Figure 1. A small window of the routed layout (run 1).
The bar under the picture is 5 um long. Window x 43 to 63, y 43 to 63 um. Cells in grey, sequential cells in the stronger grey; small squares are vias.
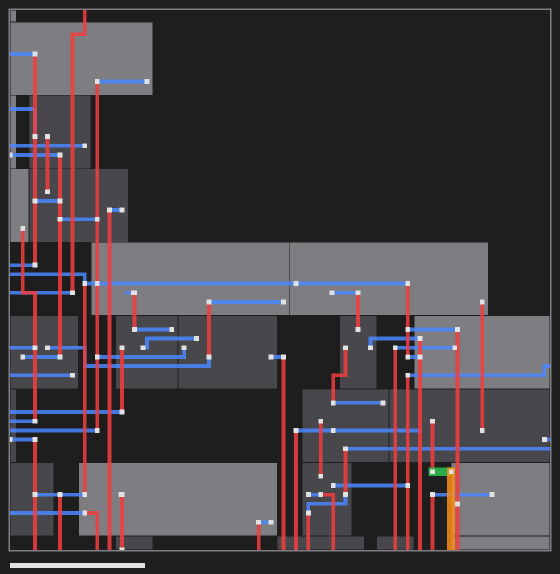
Figure 2. Track usage over the die (run 1).
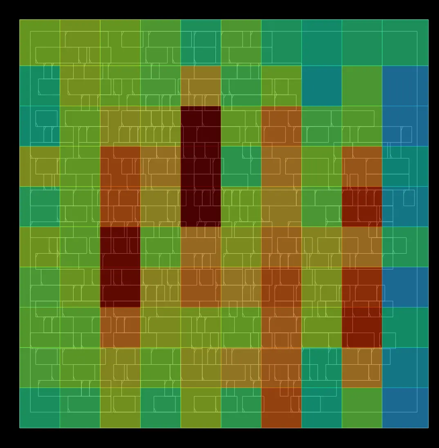
Figure 3. Signal metal coverage by tile (run 1).
14 x 14 tiles, from white (low) to dark blue (high), scaled to the fullest tile. Values are wire area over tile area, all layers added.
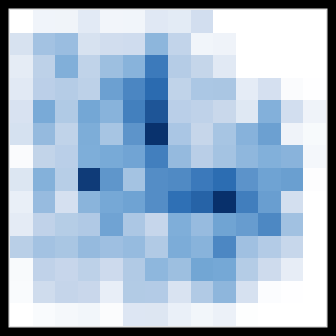
Figure 4. Metal layers overlaid (run 1).
The bar under the picture is 20 um long. Two of the layers only.
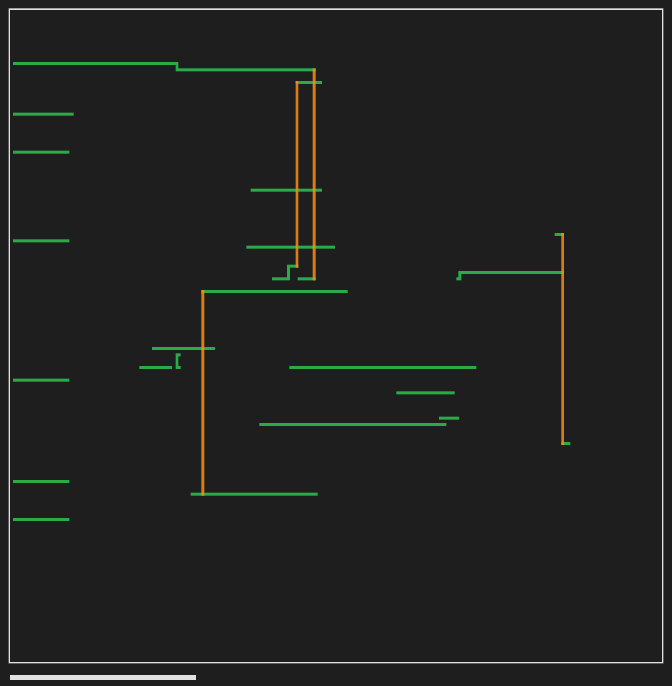
## config.mk

```make
export PLATFORM = sky130hd
export DESIGN_NAME = uart_rx_deframer
export DESIGN_NICKNAME = d
export VERILOG_FILES = /design/src/rtl/uart_pkg.sv /design/src/rtl/rx_bit_sampler.sv /design/src/rtl/uart_rx_deframer.sv
export SDC_FILE = /design/constraint.sdc
export NUM_CORES = 1
export LEC_CHECK = 0
export CAP_MARGIN = 20
export CORE_MARGIN = 1.5
export CORE_UTILIZATION = 55
export DETAILED_ROUTE_END_ITERATION = 12
export GPL_TIMING_DRIVEN = 0
export MAX_ROUTING_LAYER = met4
export PLACE_DENSITY_LB_ADDON = 0.3
export SLEW_MARGIN = 20
export SYNTH_ARGS = -nofsm -noshare
export SYNTH_HDL_FRONTEND = slang
export SYNTH_SLANG_ARGS = --single-unit
```

## constraint.sdc

```tcl
create_clock -name CLK -period 2.8 [get_ports CLK]
set_input_delay 0.56 -clock CLK [delete_from_list [all_inputs] [get_ports CLK]]
set_output_delay 0.56 -clock CLK [all_outputs]
set_load 0.01 [all_outputs]
```

## src/rtl/uart_pkg.sv

```systemverilog
// Shared UART definitions: receive FSM states, parity encodings and the default frame width.
package uart_pkg;

    localparam int DATA_WIDTH_DEF = 8;

    localparam logic PAR_EVEN = 1'b0;
    localparam logic PAR_ODD  = 1'b1;

    typedef enum logic [2:0] {
        IDLE,
        START,
        DATA,
        PARITY,
        STOP
    } rx_state_t;

endpackage

```

## src/rtl/rx_bit_sampler.sv

```systemverilog
// Line-side front end of the receiver: synchronizes the serial line, tracks the position
// inside the current bit period and majority-votes three samples around the bit centre.
module rx_bit_sampler #(
    parameter int PRESC_W = 6
) (
    input  logic               clk,
    input  logic               rst,
    input  logic               rx_in,
    input  logic               active,
    input  logic [PRESC_W-1:0] prescale,
    output logic               rx_s,
    output logic               sampled_bit,
    output logic               sample_done,
    output logic               bit_end
);

    localparam logic [PRESC_W-1:0] ONE = PRESC_W'(1);
    localparam logic [PRESC_W-1:0] TWO = PRESC_W'(2);

    logic               sync1;
    logic               sync2;
    logic [PRESC_W-1:0] edge_cnt;
    logic [PRESC_W-1:0] half;
    logic [PRESC_W-1:0] last_edge;
    logic [2:0]         samples;

    assign half      = prescale >> 1;
    assign last_edge = prescale - ONE;
    assign rx_s      = sync2;

    // Idle-high reset value keeps a reset from looking like a start bit.
    always_ff @(posedge clk) begin
        if (rst) begin
            sync1 <= 1'b1;
            sync2 <= 1'b1;
        end else begin
            sync1 <= rx_in;
            sync2 <= sync1;
        end
    end

    // Held at zero while idle, so every frame begins counting from its start-bit edge.
    always_ff @(posedge clk) begin
        if (rst || !active) begin
            edge_cnt <= '0;
        end else if (edge_cnt == last_edge) begin
            edge_cnt <= '0;
        end else begin
            edge_cnt <= edge_cnt + ONE;
        end
    end

    always_ff @(posedge clk) begin
        if (rst) begin
            samples <= 3'b111;
        end else if (active) begin
            if (edge_cnt == half - ONE) samples[0] <= rx_s;
            if (edge_cnt == half)       samples[1] <= rx_s;
            if (edge_cnt == half + ONE) samples[2] <= rx_s;
        end
    end

    assign sampled_bit = (samples[0] & samples[1]) |
                         (samples[0] & samples[2]) |
                         (samples[1] & samples[2]);
    assign sample_done = active && (edge_cnt == half + TWO);
    assign bit_end     = active && (edge_cnt == last_edge);

endmodule

```

## src/rtl/uart_rx_deframer.sv

```systemverilog
// UART receive deframer: walks start, data, optional parity and stop bits, then emits the
// byte with a one-cycle valid strobe or a parity/stop error strobe.
module uart_rx_deframer
    import uart_pkg::*;
#(
    parameter int DATA_WIDTH = DATA_WIDTH_DEF,
    parameter int PRESC_W    = 6
) (
    input  logic                  CLK,
    input  logic                  RST,
    input  logic                  RX_IN,
    input  logic                  PAR_EN,
    input  logic                  PAR_TYP,
    input  logic [PRESC_W-1:0]    Prescale,
    output logic [DATA_WIDTH-1:0] P_DATA,
    output logic                  Data_Valid,
    output logic                  Par_Err,
    output logic                  Stp_Err
);

    localparam int              CNT_W    = (DATA_WIDTH > 1) ? $clog2(DATA_WIDTH) : 1;
    localparam logic [CNT_W-1:0] LAST_BIT = CNT_W'(DATA_WIDTH - 1);

    rx_state_t             state;
    rx_state_t             next_state;
    logic [PRESC_W-1:0]    prescale_q;
    logic                  par_en_q;
    logic                  par_typ_q;
    logic [CNT_W-1:0]      bit_cnt;
    logic [DATA_WIDTH-1:0] shift;
    logic                  par_fail;
    logic                  expected_par;
    logic                  active;
    logic                  rx_s;
    logic                  sampled_bit;
    logic                  sample_done;
    logic                  bit_end;

    assign active       = (state != IDLE);
    assign expected_par = (par_typ_q == PAR_ODD) ? ~^shift : ^shift;

    rx_bit_sampler #(
        .PRESC_W(PRESC_W)
    ) u_sampler (
        .clk        (CLK),
        .rst        (RST),
        .rx_in      (RX_IN),
        .active     (active),
        .prescale   (prescale_q),
        .rx_s       (rx_s),
        .sampled_bit(sampled_bit),
        .sample_done(sample_done),
        .bit_end    (bit_end)
    );

    always_ff @(posedge CLK) begin
        if (RST) begin
            state <= IDLE;
        end else begin
            state <= next_state;
        end
    end

    // STOP leaves at the mid-bit sample so a directly following start bit is not missed.
    always_comb begin
        next_state = state;
        case (state)
            IDLE: begin
                if (!rx_s) next_state = START;
            end
            START: begin
                if (sample_done && sampled_bit) begin
                    next_state = IDLE;
                end else if (bit_end) begin
                    next_state = DATA;
                end
            end
            DATA: begin
                if (bit_end && (bit_cnt == LAST_BIT)) begin
                    next_state = par_en_q ? PARITY : STOP;
                end
            end
            PARITY: begin
                if (bit_end) next_state = STOP;
            end
            STOP: begin
                if (sample_done) next_state = IDLE;
            end
            default: next_state = IDLE;
        endcase
    end

    // Frame configuration is captured only while idle, so mid-frame changes have no effect.
    always_ff @(posedge CLK) begin
        if (RST) begin
            prescale_q <= '0;
            par_en_q   <= 1'b0;
            par_typ_q  <= 1'b0;
            bit_cnt    <= '0;
            shift      <= '0;
            par_fail   <= 1'b0;
            P_DATA     <= '0;
            Data_Valid <= 1'b0;
            Par_Err    <= 1'b0;
            Stp_Err    <= 1'b0;
        end else begin
            Data_Valid <= 1'b0;
            Par_Err    <= 1'b0;
            Stp_Err    <= 1'b0;
            case (state)
                IDLE: begin
                    prescale_q <= Prescale;
                    par_en_q   <= PAR_EN;
                    par_typ_q  <= PAR_TYP;
                    bit_cnt    <= '0;
                    par_fail   <= 1'b0;
                end
                DATA: begin
                    if (sample_done) shift[bit_cnt] <= sampled_bit;
                    if (bit_end && (bit_cnt != LAST_BIT)) bit_cnt <= bit_cnt + CNT_W'(1);
                end
                PARITY: begin
                    if (sample_done && (sampled_bit != expected_par)) par_fail <= 1'b1;
                end
                STOP: begin
                    if (sample_done) begin
                        if (!sampled_bit) begin
                            Stp_Err <= 1'b1;
                            Par_Err <= par_fail;
                        end else if (par_fail) begin
                            Par_Err <= 1'b1;
                        end else begin
                            Data_Valid <= 1'b1;
                            P_DATA     <= shift;
                        end
                    end
                end
                default: ;
            endcase
        end
    end

endmodule
```

==> tab_implementation.tex, run 1 <==
% Generated from flow reports
\begin{tabular}{lr}
\hline
Metric & Value \\
\hline
\multicolumn{2}{l}{\textbf{Run status}} \\
\quad Status & complete, no violations \\
\multicolumn{2}{l}{\textbf{Die}} \\
\quad Chip width & roughly 70 um \\
\quad DIE HEIGHT & 70.0 um \\
\quad Count of pins on the block boundary & 22 \\
\quad Total die size & 4900 um\^{}2 \\
\quad Tap Count & between 50 and 60 \\
\quad Row count & 24 \\
\multicolumn{2}{l}{\textbf{Hold path}} \\
\quad Hold depth & 1 \\
\quad Tightest Hold Check Type & reg2reg \\
\quad Hold path start & u\_sampler.sync1\$\_SDFF\_PP1\_ \\
\quad Endpoint of the worst hold path & u\_sampler.rx\_s\$\_SDFF\_PP1\_ \\
\multicolumn{2}{l}{\textbf{Worst setup path}} \\
\quad Critical register-to-register path endpoint & state[0]\$\_SDFFE\_PP0P\_ \\
\quad Timing startpoint of the critical path & prescale\_q[2]\$\_SDFFE\_PP0P\_ \\
\quad Sequence of cells on the critical path & inv\_1 > ha\_1 > xnor2\_1 > nand4\_1 > a211oi\_4 > nand3\_1 > a31o\_1 > mux2\_4 \\
\quad Worst setup SP type & flip-flop \\
\quad Endpoint arrival time on the critical path & $\sim$2800 ps \\
\quad Classification of the worst setup path & reg2reg \\
\quad Category of the worst setup path capture point & flip-flop \\
\quad CP delay by family, top & AND-OR/OR-AND gates \\
\quad Depth of the worst register-to-register path & 8 \\
\quad Data required, critical path & 2990 ps \\
\quad Worst R2R Start & prescale\_q[2]\$\_SDFFE\_PP0P\_ \\
\quad Crit Path Max Fanout & 7 \\
\quad Maximum single-stage delay on the critical path & 500 ps \\
\quad Register-to-Register Setup Slack & 230 ps \\
\quad Buffers and inverters on the worst path & 1 \\
\quad Critical path endpoint & state[0]\$\_SDFFE\_PP0P\_ \\
\multicolumn{2}{l}{\textbf{Logic synthesis}} \\
\quad Share of the synthesized area in the top cell type & 36.5\% \\
\quad Mean Syn Cell Area & between 8 and 9 um\^{}2 \\
\quad Number of instances in the synthesized netlist & 282 \\
\quad Dominant kind of combinational cell & simple AND/OR/NAND/NOR gates \\
\quad Cell Type Count & 46 \\
\quad Multiplexer fraction of the synthesized cell area & 9.12\% \\
\quad Ys cells & 282 \\
\quad Synth Flop Type & sky130\_fd\_sc\_hd\_\_dfxtp\_1 \\
\quad Number of flops mapped to enable cells by yosys & 0 \\
\quad Part of the Yosys area used for sequential elements & 36.5\% \\
\quad Cells taking the most area after synthesis & sky130\_fd\_sc\_hd\_\_dfxtp\_1 (36\%), sky130\_fd\_sc\_hd\_\_mux2i\_1 (8.5\%), sky130\_fd\_sc\_hd\_\_xnor2\_1 (7.8\%) \\
\quad Net Count, Synth & 303 \\
\quad Adder share & roughly 5.5\% \\
\quad Number of synthesized register bits & about 45 \\
\quad Proportion of register bits with asynchronous set or reset after synthesis & 0\% \\
\quad Leading area contributor after synthesis & sky130\_fd\_sc\_hd\_\_dfxtp\_1 \\
\quad Syn Std Cell Area & $\sim$2500 um\^{}2 \\
\multicolumn{2}{l}{\textbf{Clock tree}} \\
\quad Insertion delay to the later sink of the worst-skew pair & between 200 and 300 ps \\
\quad Number of buffers created by CTS & 5 \\
\quad Clk sink count & 45 \\
\quad Max Root-Sink Buffers & 2 \\
\quad CTS tree & done \\
\multicolumn{2}{l}{\textbf{Power}} \\
\quad Power consumed by combinational cells & 0.000669 W \\
\quad Psw & 0.000670 W \\
\quad Peak VDD IR & 0.000439 V \\
\quad Power density over cell area & 648 nW/um\^{}2 \\
\quad Share of power burned in registers & 41.1\% \\
\quad Group drawing the most power & sequential cells \\
\quad Fraction of power spent switching nets & approximately 36\% \\
\quad Reported leakage power & 1.21 nW \\
\quad Part of the power in combinational logic & 36.3\% \\
\quad P\_seq & between 0.0007 and 0.0008 W \\
\quad Clock network power & 0.000415 W \\
\quad Total power of the final layout & 0.00184 W \\
\multicolumn{2}{l}{\textbf{Cells and area}} \\
\quad Area delta synth->final & 15.1\% \\
\quad Clock network contribution to total cell area & 3.39\% \\
\quad Clock buffers & 6 \\
\quad Multi-input comb cells & 215 \\
\quad Combinational share of cell area & 52.1\% \\
\quad Sequential cell count & between 40 and 50 \\
\quad Register fraction of the total cell area & 31.7\% \\
\quad Cell class ranked first by area & multi-input combinational cells \\
\quad Layout filler cell count & 371 \\
\quad Post-route non-filler standard cell count & 363 \\
\quad Share of the core filled with cells in the final layout & 65.7\% \\
\quad Logic area & 1480 um\^{}2 \\
\quad N\_diodes & 0 \\
\quad Inverter tally of the final layout excluding the clock network & 7 \\
\quad Nets & between 300 and 400 \\
\multicolumn{2}{l}{\textbf{STA}} \\
\quad RSZ-0062 raised after global routing & false \\
\quad Final count of pins violating max slew & 0 \\
\quad Final worst-path setup slack & 232 ps \\
\quad Total setup violations reported at the end of the flow & 0 \\
\quad Maximum frequency from static timing analysis & 389 MHz \\
\quad Setup TNS & 0 ps \\
\quad Transition time at the pin with the least slew margin & 490 ps \\
\quad Worst clock skew & 6.25 ps \\
\quad Fraction of the cycle the final worst path needs & 91.7\% \\
\multicolumn{2}{l}{\textbf{GRT}} \\
\quad Number of antenna violations at the first check in global routing & 0 \\
\quad Total congestion overflow & 0 \\
\quad Via count of the first global-routing pass & 1920 \\
\quad Pin count of the biggest net entering global routing & 15 \\
\quad Wire length of the first global-routing pass & 8800 um \\
\multicolumn{2}{l}{\textbf{Placed design}} \\
\quad Placed insts & 355 \\
\quad Pre-CTS setup slack & just over 100 ps \\
\quad Global placer's final weighted congestion & 0.933 \\
\multicolumn{2}{l}{\textbf{Drt}} \\
\quad Antenna violation net count after detailed routing & 0 \\
\quad Detail-routed via count per cell & roughly 5.5 \\
\quad Violation tally from detailed-route iteration zero & just over 90 \\
\multicolumn{2}{l}{\textbf{Job}} \\
\quad Total tool warning count & 30 \\
\hline
\end{tabular}
Back to the opening pictures, Figure 1:
Key: green = metal 3; red = metal 2; blue = metal 1; orange = metal 4
Most frequent: dfxtp_1 (5), mux2i_1 (2), nand2b_1 (2). Sequential cells in the window: 5. Netlist names of flops here include u_sampler.edge_cnt (3). 14 logic cells have their middle in the window.

Back to the opening pictures, Figure 2:
GR Util met1: 28.0%
met3 Track Usage GR: 4.33%
Routed wire per std cell: 14.1 um

Back to the opening pictures, Figure 3:
15% of the tiles are nearly empty. 18% of the tiles are over half the peak. The mean over all tiles is 0.16.

Back to the opening pictures, Figure 4:
Key: green = metal 3 [wire length 193 um]; orange = metal 4 [wire length 86.4 um]
total track usage: 22.8%
total wirelength of the detailed-routed design: 5110 um
number of vias in the routed layout: 1979

==> run 1: metal layers <==
layer / share of wire (%) / global-route usage [%]
met1: 45 / 28.0
met3: 3.8 / 4.33
met4: 1.7 / 7.05
met2: 49 / 38.1
met5: 0 / -
==> run 1: state kept, by name, summed over array words and instances (netlist names) <==
signal	flops
shift	8
bit_cnt	3
Par_Err	1
u_sampler.rx_s	1
par_en_q	1
prescale_q	6
u_sampler.samples	3
Data_Valid	1
par_typ_q	1
state	3
u_sampler.edge_cnt	6
P_DATA	8
par_fail	1
Stp_Err	1
u_sampler.sync1	1
==> run 1: what timing repair did <==
action | CTS | global route
endpoints found under the setup margin | 0 | 8
endpoints found under the hold margin | 0 | 0
hold buffers | 0 | 0
gates resized | 0 | 2
buffers inserted | 0 | 0
==> run 2, diff against run 1 <==
- GPL_TIMING_DRIVEN: 0 -> unset
Figure 5. Track usage over the die (run 2).
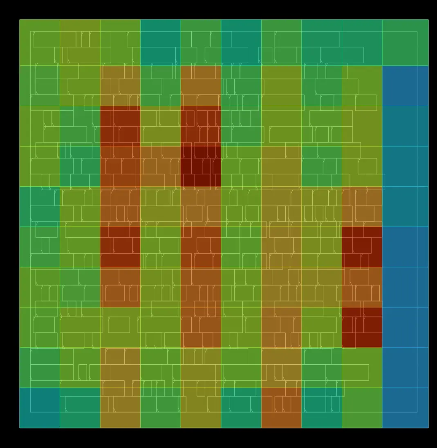
Routed wire per std cell: 13.6 um
share of the core filled with cells in the final layout: 66.2%
total track usage: 21.5%
GR Util met1: 25.5%

==> tab_implementation.tex, run 2 <==
% Generated from flow reports
\begin{tabular}{lr}
\hline
Metric & Value \\
\hline
\multicolumn{2}{l}{\textbf{Placed design}} \\
\quad Placed insts & 346 \\
\quad Port Buffer Count & 21 \\
\quad Final HPWL DP & 3590 um \\
\quad Global placer's final weighted congestion & 0.916 \\
\quad Total cell area at the placement stage & 2730 um\^{}2 \\
\quad Pre-CTS setup slack & 409 ps \\
\multicolumn{2}{l}{\textbf{Logic synthesis}} \\
\quad Number of instances in the synthesized netlist & between 200 and 300 \\
\quad Share of the synthesized area in the top cell type & 36.5\% \\
\quad Part of the Yosys area used for sequential elements & 36.5\% \\
\quad Leading area contributor after synthesis & sky130\_fd\_sc\_hd\_\_dfxtp\_1 \\
\quad Number of flops mapped to enable cells by yosys & 0 \\
\quad Cell Type Count & between 40 and 50 \\
\quad Syn Std Cell Area & 2470 um\^{}2 \\
\quad Synth Flop Type & sky130\_fd\_sc\_hd\_\_dfxtp\_1 \\
\quad Most repeated cell in the gate-level netlist after synthesis & sky130\_fd\_sc\_hd\_\_dfxtp\_1 \\
\quad Total cell area reported by yosys after synthesis & 2470 um\^{}2 \\
\quad Commonest cells post-synth & sky130\_fd\_sc\_hd\_\_dfxtp\_1 (45), sky130\_fd\_sc\_hd\_\_nor2\_1 (37), sky130\_fd\_sc\_hd\_\_nand2\_1 (29) \\
\quad Tally of yosys warning messages & 0 \\
\quad Number of synthesized register bits & 45 \\
\quad Mean Syn Cell Area & slightly below 9 um\^{}2 \\
\quad Proportion of register bits with asynchronous set or reset after synthesis & 0\% \\
\quad Cells taking the most area after synthesis & sky130\_fd\_sc\_hd\_\_dfxtp\_1 (36\%), sky130\_fd\_sc\_hd\_\_mux2i\_1 (8.5\%), sky130\_fd\_sc\_hd\_\_xnor2\_1 (7.8\%) \\
\quad Net Count, Synth & between 300 and 400 \\
\quad Ys cells & 282 \\
\multicolumn{2}{l}{\textbf{Power}} \\
\quad Reported leakage power & between 1 and 1.5 nW \\
\quad Power density over cell area & 699 nW/um\^{}2 \\
\quad Part of the power in combinational logic & between 30\% and 40\% \\
\quad Clock network power & roughly 0.00057 W \\
\quad Fraction of power spent switching nets & 33.2\% \\
\quad Psw & 0.000664 W \\
\quad Peak VDD IR & just over 0.0004 V \\
\quad Clock power share & about 29\% \\
\quad Group drawing the most power & sequential cells \\
\quad Power consumed by combinational cells & 0.000649 W \\
\quad Internal Dissipation & 0.00134 W \\
\quad P\_seq & 0.000780 W \\
\quad Total power of the final layout & 0.00200 W \\
\quad Share of power burned in registers & 39.0\% \\
\multicolumn{2}{l}{\textbf{Worst setup path}} \\
\quad Critical register-to-register path endpoint & state[0]\$\_SDFFE\_PP0P\_ \\
\quad Timing startpoint of the critical path & prescale\_q[3]\$\_SDFFE\_PP0P\_ \\
\quad Data required, critical path & 2990 ps \\
\quad Worst R2R Start & prescale\_q[3]\$\_SDFFE\_PP0P\_ \\
\quad Slowest stage cell, crit path & sky130\_fd\_sc\_hd\_\_dfxtp\_1 \\
\quad Depth of the worst register-to-register path & 8 \\
\quad Classification of the worst setup path & reg2reg \\
\quad Endpoint arrival time on the critical path & around 2600 ps \\
\quad Critical path endpoint & state[0]\$\_SDFFE\_PP0P\_ \\
\quad Count of cell instances traversed by the critical path & 8 \\
\quad Maximum single-stage delay on the critical path & $\sim$550 ps \\
\quad CP delay by family, top & AND-OR/OR-AND gates \\
\quad Sequence of cells on the critical path & inv\_1 > ha\_1 > xnor2\_1 > nand4\_1 > a211oi\_4 > nand3\_1 > a31o\_1 > mux2\_4 \\
\quad Register-to-Register Setup Slack & around 400 ps \\
\quad Buffers and inverters on the worst path & 1 \\
\quad Category of the worst setup path capture point & flip-flop \\
\quad Worst setup SP type & flip-flop \\
\quad Crit Path Max Fanout & 10 \\
\multicolumn{2}{l}{\textbf{Clock tree}} \\
\quad Post-CTS setup buffers & 0 \\
\quad H-tree level count & 2 \\
\quad Number of buffers created by CTS & 5 \\
\quad Clk sink count & 45 \\
\quad CTS tree & done \\
\quad Max Root-Sink Buffers & 2 \\
\quad Cells resized by post-CTS repair & 0 \\
\quad Total of hold buffers inserted after clock tree synthesis & 0 \\
\quad Root buffer cell & sky130\_fd\_sc\_hd\_\_clkbuf\_8 \\
\quad Clk slew on worst S/H paths & 80 ps \\
\quad Insertion delay to the later sink of the worst-skew pair & 290 ps \\
\multicolumn{2}{l}{\textbf{Cells and area}} \\
\quad Share of layout cells above drive strength 1 & 6.95\% \\
\quad N\_diodes & 0 \\
\quad Largest registers & P\_DATA (8), shift (8) \\
\quad Nets & between 300 and 400 \\
\quad Dominant logic cell types in the final layout & sky130\_fd\_sc\_hd\_\_dfxtp\_1 (45), sky130\_fd\_sc\_hd\_\_nor2\_1 (37), sky130\_fd\_sc\_hd\_\_nand2\_1 (29) \\
\quad Area delta synth->final & 15.9\% \\
\quad Finished layout cell area & 2860 um\^{}2 \\
\quad Post-route non-filler standard cell count & 354 \\
\quad Commonest Layout Cell & sky130\_fd\_sc\_hd\_\_dfxtp\_1 \\
\multicolumn{2}{l}{\textbf{Drt}} \\
\quad 1st-pass router iterations & 4 \\
\quad Met3 wire length & 164 um \\
\quad Amount of wire on met2 after detailed routing & between 2000 and 2500 um \\
\quad Detail-routed via count per cell & 5.47 \\
\quad Number of remaining DRC errors & 0 \\
\quad Highest metal layer with signal wires & met4 \\
\quad Antenna violation net count after detailed routing & 0 \\
\quad Violation tally from detailed-route iteration zero & 93 \\
\quad WL met1 & between 2000 and 2500 um \\
\multicolumn{2}{l}{\textbf{Run status}} \\
\quad Status & complete, no violations \\
\multicolumn{2}{l}{\textbf{Job}} \\
\quad Total tool warning count & 30 \\
\quad Max-capacitance violation count & 0 \\
\multicolumn{2}{l}{\textbf{STA}} \\
\quad Worst clock skew & a little over 5 ps \\
\quad Transition time at the pin with the least slew margin & approximately 670 ps \\
\quad Count of final hold-check violations & 0 \\
\quad RSZ-0062 raised after global routing & false \\
\quad Worst hold slack after final layout & around 410 ps \\
\quad Maximum frequency from static timing analysis & 416 MHz \\
\quad Final worst-path setup slack & 397 ps \\
\quad Fraction of the cycle the final worst path needs & 85.8\% \\
\quad Total setup violations reported at the end of the flow & 0 \\
\quad Final count of pins violating max slew & 0 \\
\quad Slew Limit Headroom & 55.4\% \\
\quad Minimum clock period & 2400 ps \\
\quad Setup TNS & 0 ps \\
\multicolumn{2}{l}{\textbf{GRT}} \\
\quad Pin count of the biggest net entering global routing & 21 \\
\quad Number of antenna violations at the first check in global routing & 0 \\
\quad Wire length of the first global-routing pass & 8290 um \\
\quad Busiest layer in global routing & met2 \\
\quad Met3 Track Usage GR & roughly 4.5\% \\
\quad Via count of the first global-routing pass & 1838 \\
\quad Met2 Track Usage GR & 36.4\% \\
\quad Total congestion overflow & 0 \\
\multicolumn{2}{l}{\textbf{Die}} \\
\quad Pre-placement core utilization & 57.1\% \\
\quad Total die size & 4900 um\^{}2 \\
\quad Chip width & 70.0 um \\
\quad Count of pins on the block boundary & 22 \\
\quad Total core area & roughly 4300 um\^{}2 \\
\quad Row count & 24 \\
\quad DIE HEIGHT & between 70 and 80 um \\
\multicolumn{2}{l}{\textbf{Hold path}} \\
\quad Tightest Hold Check Type & reg2reg \\
\quad Hold depth & 1 \\
\quad Hold path start & u\_sampler.sync1\$\_SDFF\_PP1\_ \\
\quad Endpoint of the worst hold path & u\_sampler.rx\_s\$\_SDFF\_PP1\_ \\
\hline
\end{tabular}
Figure 6. Met1 routing (run 2).
The bar under the picture is 20 um long. Cells faint in the background.
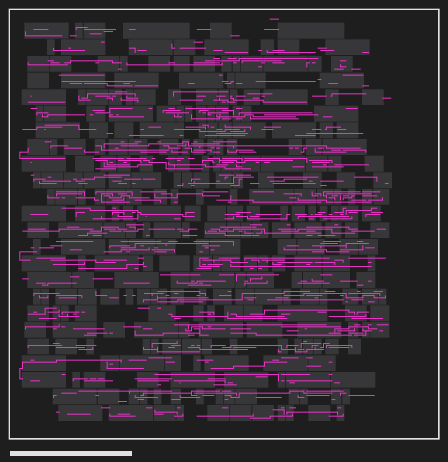
The layer carries 2210 um of wire. The wires run mostly horizontal. The layer holds 46% of the routed length.
number of vias in the routed layout: 1937
total wirelength of the detailed-routed design: 4800 um

[run 2: cell counts after synthesis]
No cell type changed its count.
[run 2: layout make-up]
cell class / count / area, um^2
inverters: 7 / 26.3
repair buffers: 27 / 255
multi-input cells: 215 / 1480
flip-flops and latches: 45 / 901
well taps: 52 / 65.1
clock inverters: 3 / 65.1
clock buffers: 5 / 68.8
fillers: 384 / 1460
[run 2: logic make-up after synthesis]
| group | after synthesis | synth area share (%) |
|---|---|---|
| AND-OR/OR-AND | 31 | 8.46 |
| adder cells (fa/ha/maj) | 11 | 5.47 |
| multiplexers | 22 | 9.12 |
| AND/OR/NAND/NOR | 117 | 24.0 |
| flip-flops | 45 | 36.5 |
| XOR/XNOR | 34 | 12.9 |
| buffers and inverters | 22 | 3.60 |
Power and IR drop assume default switching activity.
